Design safecrack_param_fsm, sky130hd; sources not shown.
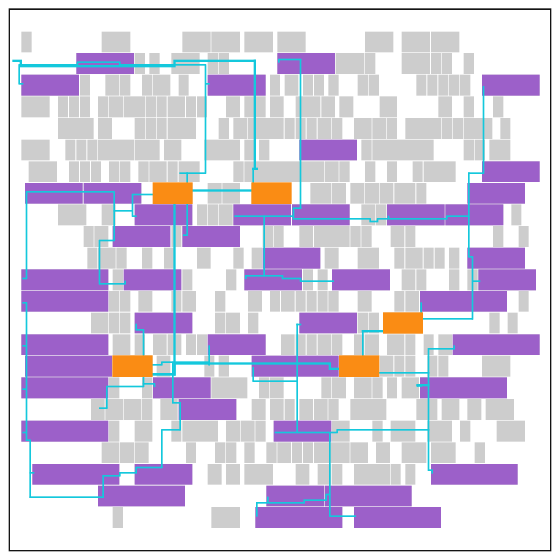
Run 1: clock distribution
[purple] flip-flops | count: 47
[orange] clock drivers | count: 5
[cyan] clock wires | length: 542 um
flops lie: spread over the die
Clock Skew: 0.00595 ns
clock power share: 30.6%

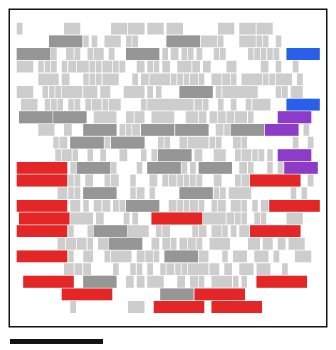
Run 1: register map, names as in the netlist
Scale bar: 20 um. Other sequential cells in the stronger gray, the rest of the logic in the fainter gray.
[purple] u_press.btn_q | placed flops: 4 | where: east
[blue] state_q | placed flops: 2
[red] shadow_q | placed flops: 16
fin util: 68.4%
Reg area: 1100 sq um

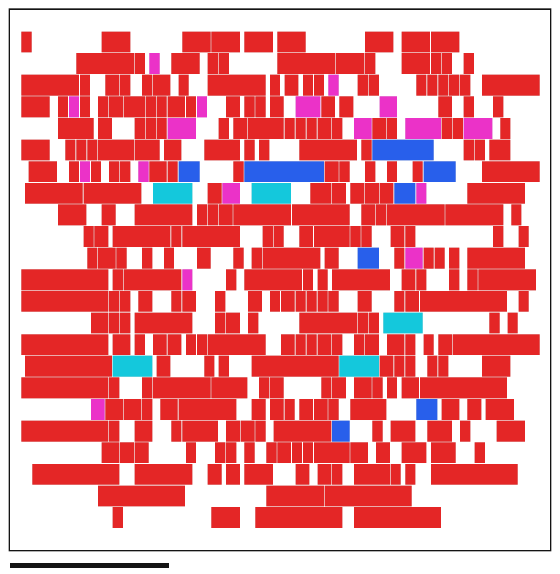
Run 1: drive-strength map
Scale bar: 20 um.
[blue] _3 and _4 cells | cells: 8
[cyan] _6 and larger | cells: 5
[red] _0 and _1 cells | cells: 313
[magenta] _2 cells | cells: 17
bufs w/o clock: 23
area grow syn2layout: 12.7%
setup slack after layout: 0.0934 ns

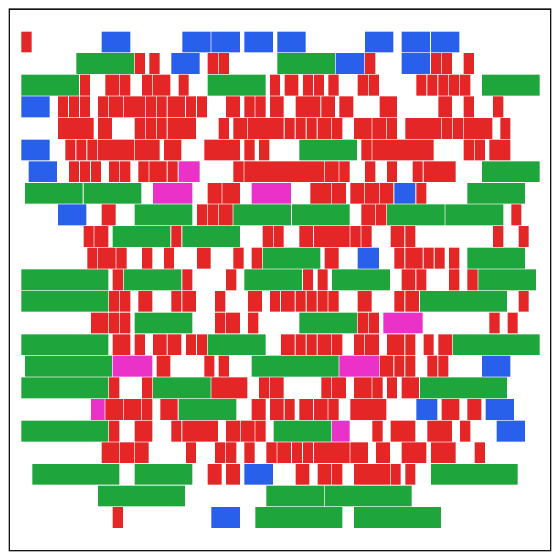
Run 1: cell classes on the final placement
[magenta] clock drivers and dummy loads | cells: 8
[green] flops | cells: 47
[red] combinational and other logic | cells: 265
[blue] other buffers and delay cells | cells: 23
cell row count: 23
Final Cell Area: 2790 sq um
fraction of area in registers: 39.4%
core footprint: 4090 sq um

==> out/metrics.cfg, run 1 <==
[global_route]
grtUsageMet3_pct = 5.83
track_usage_pct = 27.7
grt_pass1_wl_um = 9200
grt_start_max_net_pins = 24

[job]
warnings = 33
drv_cap = 0

[clock_tree]
postCtsSetupRepairBufs = 0
cts_resized = 0
numCtsBuffers = 5
root_buffer = clkbuf_8

[layout]
final-clk-cell-share_pct = 3.13
final_layout_top_logic_cell = nand2_1
n_fill_cell = 356

[worst_setup_path]
cp-start-kind = flip-flop
timing_worst_setup_path_type = reg2out
cp.required_ns = 2.29
worstPathCellList = inv_1, ha_1, inv_1, clkdlybuf4s50_1

[sta]
hold_slack_ns = 0.459
rsz0062_at_grt = no

[die]
die_y_um = 67.9

[synthesis]
netlist_area_sq_um = 2480
syn-num-nets = 341
yosys_area_sq_um = 2480
adder_share_pct = 5.05
synth.area.mux_share_pct = 0

[detailed_routing]
route.detailed.drc = 0
routed_wl_um = 5430
highest_layer = met4
wl_met1_um = 2540
wl_met3_um = 430
via_per_inst = 5.53
dr.pass1.iters = 5

[worst_hold_path]
hold_class = reg2reg

[run_status]
outcome = completed

[power_and_ir_drop]
combPwrFrac_pct = 15.8
p_int_mw = 0.942

[placed_design]
io_buffers = 20

run 1: power groups by stage:
stage | sequential [mW] | combinational [mW] | clock (mW)
4_1_cts | 0.705 | 0.205 | 0.411
5_1_grt | 0.707 | 0.228 | 0.437
2_1_floorplan | 0.721 | 0.144 | 0
3_3_place_gp | 0.720 | 0.204 | 0
3_5_place_dp | 0.721 | 0.204 | 0
6_report | 0.705 | 0.208 | 0.402
run 1: Yosys cell counts (all sizes together):
library cell	n	area (sq um)
a211oi	2	15.0
nand3	32	170
o32ai	4	35.0
o21ai	15	75.1
ha	10	125
nand4	11	90.1
edfxtp	16	480
o21bai	1	7.51
o22ai	8	50.1
inv	56	210
dfxtp	31	621
xor2	2	36.3
nand2	82	313
nor3	2	10.0
buf	7	46.3
conb	1	3.75
clkbuf	3	11.3
a21oi	13	68.8
nor2	26	110
Run 1, the clock network:
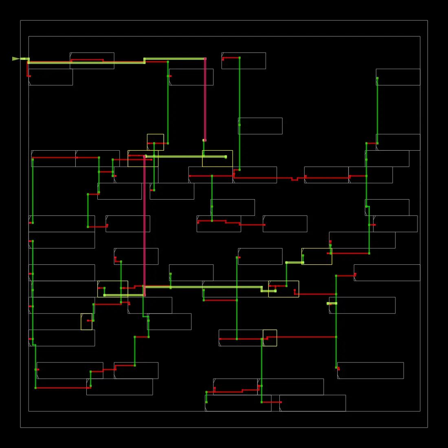

==> run 2: changes to the inputs <==
Settings changed: CORE_UTILIZATION 57 to 55, PLACE_DENSITY 0.79 to 0.77.
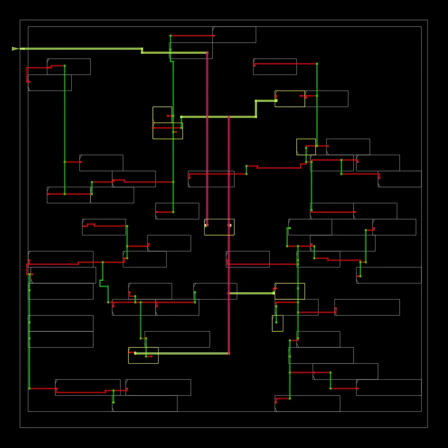
Run 2: the clock network
clk_lat worst skew: 0.31 ns
Clock Skew: 0.00475 ns
Clock net power: 0.423 mW

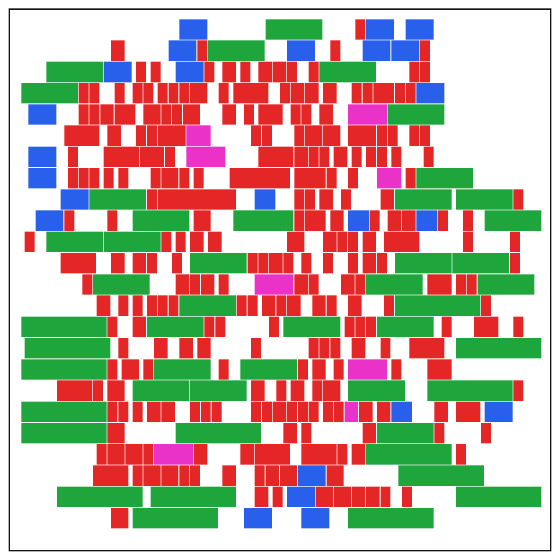
Run 2: cell classes on the final placement
[blue] other buffers and delay cells | cells: 24
[red] combinational and other logic | cells: 265
[green] flops | cells: 47
[magenta] clock drivers and dummy loads | cells: 8
core footprint: 4350 sq um
cell row count: 24
Final Cell Area: 2810 sq um
fin util: 64.5%
fraction of area in registers: 39.2%

==> run 2 against run 1 <==
Against the previous run: synthesized cell count unchanged; power grew 1.6%; design area is 0.54% higher; synthesized area unchanged; first-iteration DRC count increased by 12%; via count shrank 1.4%; clock power grew 5.2%; sequential share of layout area fell by 0.17 points; critical path depth unchanged; combinational power hardly changed; final cell count is 0.76% higher; critical endpoint unchanged; largest power group unchanged.
==> out/metrics.cfg, run 2 <==
[synthesis]
top_cell = nand2_1
async_flop_share_pct = 0  ; unchanged
netlist_area_sq_um = 2480  ; unchanged
adder_share_pct = 5.05  ; unchanged
edf_count = 16  ; unchanged
yosys_area_sq_um = 2480  ; unchanged
synthTopCellsByArea = dfxtp_1, edfxtp_1, nand2_1, inv_1, nand3_1
synthDominantCellAreaShare_pct = 25.0  ; unchanged
ff_type = dfxtp_1

[detailed_routing]
wl_met3_um = 317  ; -26%
via_per_inst = 5.41  ; -2.2%
wl_met1_um = 2610  ; +2.6%
dr.pass1.iters = 5  ; unchanged
routed_wl_um = 5440  ; +0.22%

[power_and_ir_drop]
p_int_mw = 0.950  ; +0.78%
pg_comb_mw = 0.208  ; about the same
power_leader = sequential cells
p_seq_mw = 0.707  ; about the same
combPwrFrac_pct = 15.5  ; -0.3 points

[layout]
final_layout_top_logic_cell = nand2_1
syn2layout_area_growth_pct = 13.3

[global_route]
grt_pass1_wl_um = 9200  ; unchanged
grt_start_max_net_pins = 19  ; -21%
track_usage_pct = 25.2  ; -2.5 points

[worst_setup_path]
cp.required_ns = 2.29  ; about the same
worstPathCellList = inv_1, ha_1, inv_1, clkdlybuf4s50_1

[clock_tree]
root_buffer = clkbuf_8
cts_resized = 0  ; unchanged
numCtsBuffers = 5  ; unchanged
postCtsSetupRepairBufs = 0  ; unchanged

[sta]
hold_slack_ns = 0.460  ; +0.000959 ns

[placed_design]
io_buffers = 20  ; unchanged

[die]
die_y_um = 69.1  ; +1.8%

[worst_hold_path]
hold_class = reg2reg

[run_status]
outcome = completed

[job]
warnings = 33  ; unchanged

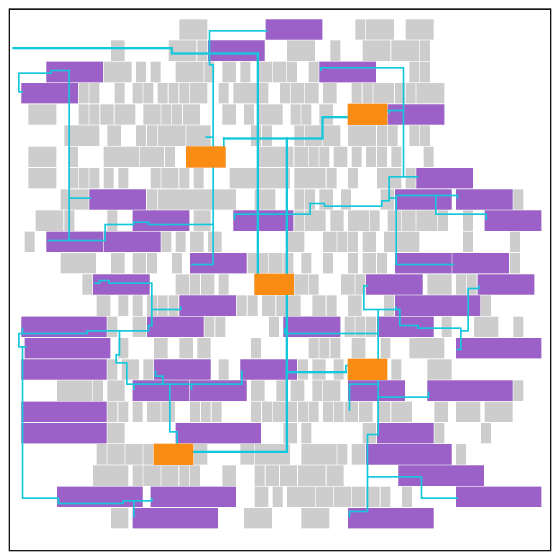
Run 2: clock distribution
[orange] clock drivers | count: 5
[cyan] clock wires | length: 566 um
[purple] flip-flops | count: 47
routed clock nets: 6
clock power share: 31.7%

## run 2: cell counts after synthesis
Identical to the previous run, type by type.
## run 2: through the flow
step,utilization [%],setup WS [ns],total power [mW],instance area (sq um),std cells
after floorplan,-,0.561,0.864,2480,322
after global placement,62.4,0.447,0.924,2720,388
after detailed placement,62.4,0.403,0.926,2720,388
after CTS,64.5,0.0601,1.34,2810,396
after global routing,64.5,0.0992,1.39,2810,396
final,64.5,0.211,1.34,2810,396
## run 2: cell type report
class | count | area, sq um
Fill cell | 375 | 1550
Sequential cell | 47 | 1100
Clock inverter | 3 | 22.5
Clock buffer | 5 | 68.8
Tap cell | 52 | 65.1
Inverter | 56 | 210
Multi-Input combinational cell | 209 | 1110
Timing Repair Buffer | 24 | 230
Power figures rest on the tool's default switching activity, not on a simulated workload.
